### Nets reached from selected ports

The bar under the picture is 200 um long.
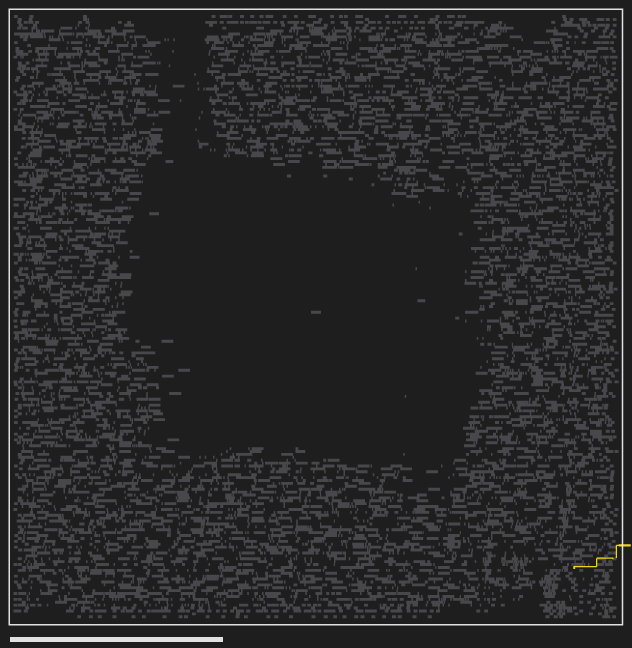
### Clock distribution

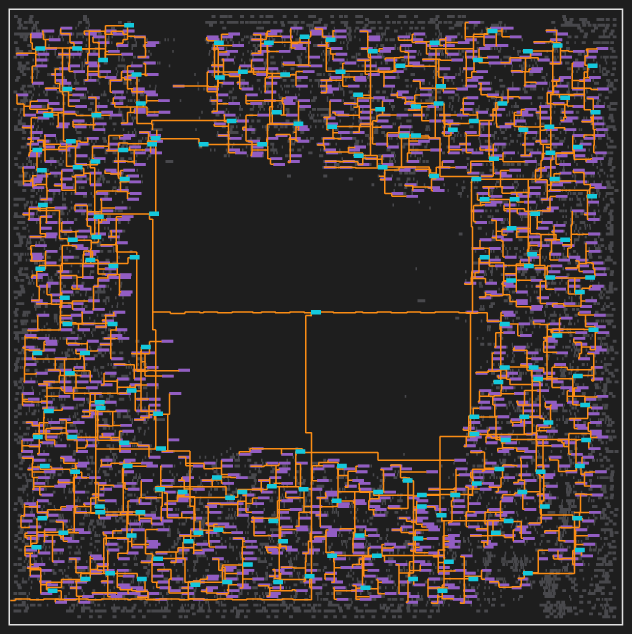
===== src/rtl/squeeze_serializer.sv =====
// squeeze_serializer: takes one squeezed rate block from the permute stage
// and streams it out as W-bit words over a valid/ready interface. The final
// block of a digest is trimmed to the requested output length. Unused low
// bits of the last word are zeroed, and dout_last/dout_bits mark the tail.
module squeeze_serializer #(
  parameter int RATE_MAX = 1344,
  parameter int W        = 64,
  parameter int SIZE_W   = 32
) (
  input  logic                clk,
  input  logic                rst,
  input  logic [RATE_MAX-1:0] block_data,
  input  logic [1:0]          block_mode,
  input  logic [SIZE_W-1:0]   block_size_left,
  input  logic                block_valid,
  output logic                block_ready,
  output logic [W-1:0]        dout,
  output logic                dout_valid,
  input  logic                dout_ready,
  output logic                dout_last,
  output logic [6:0]          dout_bits,
  output logic                busy
);

  // Mode encodings shared with keccak_pkg (SHAKE128_MODE_VEC / SHAKE256_MODE_VEC)
  localparam logic [1:0] SHAKE128_MODE = 2'b00;
  localparam logic [1:0] SHAKE256_MODE = 2'b01;

  localparam int IDX_W = $clog2(RATE_MAX / W + 1);

  localparam logic [0:0] S_IDLE = 1'b0;
  localparam logic [0:0] S_SEND = 1'b1;

  logic [0:0]          state_q, state_d;
  logic [IDX_W-1:0]    idx_q, idx_d;
  logic [IDX_W-1:0]    wt_q, wt_d;
  logic                final_q, final_d;
  logic [6:0]          tail_q, tail_d;
  logic [RATE_MAX-1:0] shift_q;

  logic [IDX_W-1:0]    blk_words;
  logic [SIZE_W-1:0]   blk_bits;
  logic [SIZE_W:0]     rnd_words;
  logic [IDX_W-1:0]    in_words;
  logic                in_final;
  logic [6:0]          in_tail;

  logic last_idx;
  logic hs;
  logic accept;
  logic load;

  // Keep only the top n bits of a word; the rest leave the core as zeros.
  function automatic logic [W-1:0] trim_word(input logic [W-1:0] w, input logic [6:0] n);
    logic [W-1:0] m;
    m = {W{1'b1}} << (W - int'(n));
    return w & m;
  endfunction

  // Decode the offered block: word count, last-block flag and tail width.
  always_comb begin
    case (block_mode)
      SHAKE128_MODE: blk_words = IDX_W'(1344 / W);
      SHAKE256_MODE: blk_words = IDX_W'(1088 / W);
      default:       blk_words = '0;
    endcase
    blk_bits  = SIZE_W'(blk_words) * SIZE_W'(W);
    // Only used when size_left < blk_bits, so the word count fits IDX_W.
    rnd_words = ({1'b0, block_size_left} + (SIZE_W + 1)'(W - 1)) / (SIZE_W + 1)'(W);
    in_words  = (block_size_left >= blk_bits) ? blk_words : IDX_W'(rnd_words);
    in_final  = (block_size_left <= blk_bits);
    in_tail   = 7'(block_size_left % SIZE_W'(W));
  end

  // Output stream, handshakes and the zero-bubble ready for the next block.
  always_comb begin
    last_idx   = (idx_q == wt_q - IDX_W'(1));
    dout_valid = (state_q == S_SEND);
    busy       = dout_valid;
    hs         = dout_valid & dout_ready;
    dout_last  = dout_valid & final_q & last_idx;
    dout_bits  = '0;
    dout       = '0;
    if (dout_valid) begin
      dout_bits = (dout_last && (tail_q != 7'd0)) ? tail_q : 7'(W);
      dout      = trim_word(shift_q[RATE_MAX-1 -: W], dout_bits);
    end
    block_ready = !rst && ((state_q == S_IDLE) || (hs && last_idx));
    accept      = block_valid & block_ready;
    load        = accept & (in_words != '0);
  end

  // Next-state: a non-empty accepted block always (re)starts at word 0.
  always_comb begin
    state_d = state_q;
    idx_d   = idx_q;
    wt_d    = wt_q;
    final_d = final_q;
    tail_d  = tail_q;
    if (load) begin
      state_d = S_SEND;
      idx_d   = '0;
      wt_d    = in_words;
      final_d = in_final;
      tail_d  = in_tail;
    end else if (hs) begin
      if (last_idx) begin
        state_d = S_IDLE;
      end else begin
        idx_d = idx_q + IDX_W'(1);
      end
    end
  end

  // Control registers, cleared asynchronously so a mid-block reset drops the block.
  always_ff @(posedge clk or posedge rst) begin
    if (rst) begin
      state_q <= S_IDLE;
      idx_q   <= '0;
      wt_q    <= '0;
      final_q <= 1'b0;
      tail_q  <= '0;
    end else begin
      state_q <= state_d;
      idx_q   <= idx_d;
      wt_q    <= wt_d;
      final_q <= final_d;
      tail_q  <= tail_d;
    end
  end

  // Block shift register: MSB word is always the one on dout.
  always_ff @(posedge clk) begin
    if (load) begin
      shift_q <= block_data;
    end else if (hs) begin
      shift_q <= shift_q << W;
    end
  end

endmodule


===== config.mk =====
export PLATFORM = sky130hd
export DESIGN_NAME = squeeze_serializer
export DESIGN_NICKNAME = d
export VERILOG_FILES = /design/src/rtl/squeeze_serializer.sv
export SDC_FILE = /design/constraint.sdc
export NUM_CORES = 2
export LEC_CHECK = 0
export ABC_AREA = 1
export CORE_AREA = 3 3 571 573
export DETAILED_ROUTE_END_ITERATION = 12
export DIE_AREA = 0 0 574 576
export GPL_ROUTABILITY_DRIVEN = 0
export PLACE_DENSITY = 0.34
export SLEW_MARGIN = 30
export SYNTH_ARGS = -nofsm -noshare
export SYNTH_HDL_FRONTEND = slang
export SYNTH_SLANG_ARGS = --single-unit

===== constraint.sdc =====
create_clock -name clk -period 34.1 [get_ports clk]
set_input_delay 6.82 -clock clk [delete_from_list [all_inputs] [get_ports clk]]
set_output_delay 6.82 -clock clk [all_outputs]
set_load 0.005 [all_outputs]

==> notes.md <==
• **status** finished, final reports clean
• **worst min-delay path startpoint** shift_q[689]$_DFFE_PP_
• **routing usage on met3** 0.05828
• **startpoint of the lowest-slack register-to-register path** wt_q[0]$_DFFE_PP0N_
• **share of post-route cells with drive strength above 1** 0.03806
• **Signal inverters** 127
• **Main power group** registers
• **Sinks on Clock Net** 1,362
• **largest delay contributor family on the critical path** buffers and inverters
• **GRT met1 Usage** 0.1945
• **Net count, final** 8,876
• **worst clock skew** 0.04812 ns
• **Area Growth Syn to Fin** 40.73%
• **CORE AREA** 321,100 um2
• **num ports** 1,457
• **WHS Path Cells** 2
• **Register-to-Register Path Depth** 19
• **Final Max Slew Viols** 0
• **headroom to the max-slew limit** 0.2502
• **vias in the first global route** 49,170
• **number of well taps** 4,305
• **layer with the highest usage** met2
• **most frequent cells in the layout** nand2_1 (4,012), clkdlybuf4s50_1 (1,456), edfxtp_1 (1,344), clkbuf_16 (180), nor2_1 (148)
• **total clock network power** 0.00176 W
• **Post-Place Worst Slack** 18.60 ns
• **post-synthesis area per instance** 9.752 um2
• **global-route usage over all layers** 0.1700
• **overall power consumption** 0.005905 W
• **fraction of area in registers** 0.4870
• **TritonCTS clock tree** done
• **Cells after DPL** 11,610
• **fraction of registers with async set/reset** 0.01322
• **Worst setup SP type** input port
• **post-synthesis compound-gate area fraction** 0.004097
• **setup repair after global routing missed its margin** false
• **type of the worst setup path** in2out
• **Post-Layout Inst Area** 83,800 um2
• **Setup-failing EPs final** 0
• **count of routing violations after the opening detailed-route iteration** 3,588
• **Arrival @ worst endpoint** 8.35 ns
• **horizontal die dimension** 574 um
• **count of mapped cells out of synthesis** 6,106
• **site row count** 208
• **CTS Hold Buffers Added** 0
• **number of I/O port buffers** 1,456
• **final-report hold violation count** 0
• **Synth area leaders** edfxtp_1 (68%), nand2_1 (25%), buf_2 (1.7%)
• **combinational cell fraction of total power** 0.226
• **Vias** 46,980
• **first-pass GRT wire length** 397.3 mm
• **syn nets** 7,494
• **post-CTS clock slew at the launch and capture registers of the worst setup and hold paths** 0.05 ns
• **Max VDD drop** 0.03806 mV
• **number of warnings the tools reported** 62
• **post-CTS setup-driven buffer insertion count** 0
• **number of buffers and inverters on the critical path** 4
• **Cell Count, Final, Fillers Out** 11,990
• **met2 track demand over resource in global routing** 0.2933
• **biggest fanout along the worst timing path** 3
• **first element of the critical path** dout_ready
• **total of cells resized after clock tree synthesis** 0
• **Largest register FFs** 1,344
• **number of register bits inferred by synthesis** 1,362
• **min-delay worst type** reg2reg
• **Final Critical Period** 15.17 ns
• **CTS H-tree depth** 4
• **per-cell routed wire length** 24.33 um
• **most frequently used flop master after synthesis** edfxtp_1
• **multi-input gate area in the final layout** 16,540 um2
• **drc violations** 0
• **number of iterations in the first detailed-routing pass** 6
• **clock network share of area** 0.06250
• **CP Capture Point** block_ready
• **Max Buffers Root-to-Sink** 4
• **accumulated negative setup slack** 0 ns
• **share of final layout cell area taken by non-clock buffers** 0.1811
• **proportion of total power due to net switching** 0.3063
• **Layout fillers** 34,690
• **Clk network pwr share** 0.297
• **tightest hold margin** 0.4839 ns
• **Top reg by flops** shift_q
• **metal3 WL** 23.62 mm
• **met2 WL post-DR** 141.8 mm
• **number of antenna violations at the first check in global routing** 232
• **die extent in y** 576 um
• **count of nets left with antenna violations after detail routing** 0
• **Critical Path End Type** output pin
• **net switching power of the design** 0.001809 W
• **count of non-CTS buffers in the layout** 1,512
• **total power divided by cell area** 70.47 nW/um2
• **Placed Instance Area** 78,320 um2
• **Vias per Instance** 3.918
• **FA/HA/MAJ Cells, Area Fraction** 0.001261
• **combinational gate power** 0.00134 W
• **Levels on crit path** 6
• **register share after synthesis** 0.6854
• **leakage component of the power** 34.40 nW
• **top layer in use** met5
• **area share of xor/xnor cells in the synthesized design** 0.0008825
• **DIE AREA** 330,600 um2
• **Multi-In Gates** 4,308
• **Clock Tree Root** clkbuf_16
• **library cells used by synthesis** 29
• **chain of cells forming the critical path** clkdlybuf4s50_1, inv_1, o21ai_1, inv_1, nor2_1, clkdlybuf4s50_1
• **Sequential Power** 0.00281 W
• **largest net degree at the start of global routing** 185
• **core utilization before placement** 0.1854
• **Reg-to-Reg End** shift_q[246]$_DFFE_PP_
• **maximum frequency from static timing analysis** 65.91 MHz
• **Simple-Gate Area Share** 0.2707
• **biggest cell delay along the critical path** 0.55 ns
• **setup slack after layout** 18.93 ns
Notes on 'Nets reached from selected ports' above:
- block_ready: yellow (bits 1; direction output; edge right; end cells 1; buffers 1; wire 61.4 um)

Notes on 'Clock distribution' above:
- clock wires: orange (length 24.1 mm)
- flip-flops: purple (count 1,362)
- cells driving clock nets: cyan (count 177)
- routed clock nets: 178
- flops lie: spread over the die

No activity file was given, so power comes from the tool's default toggle rates.
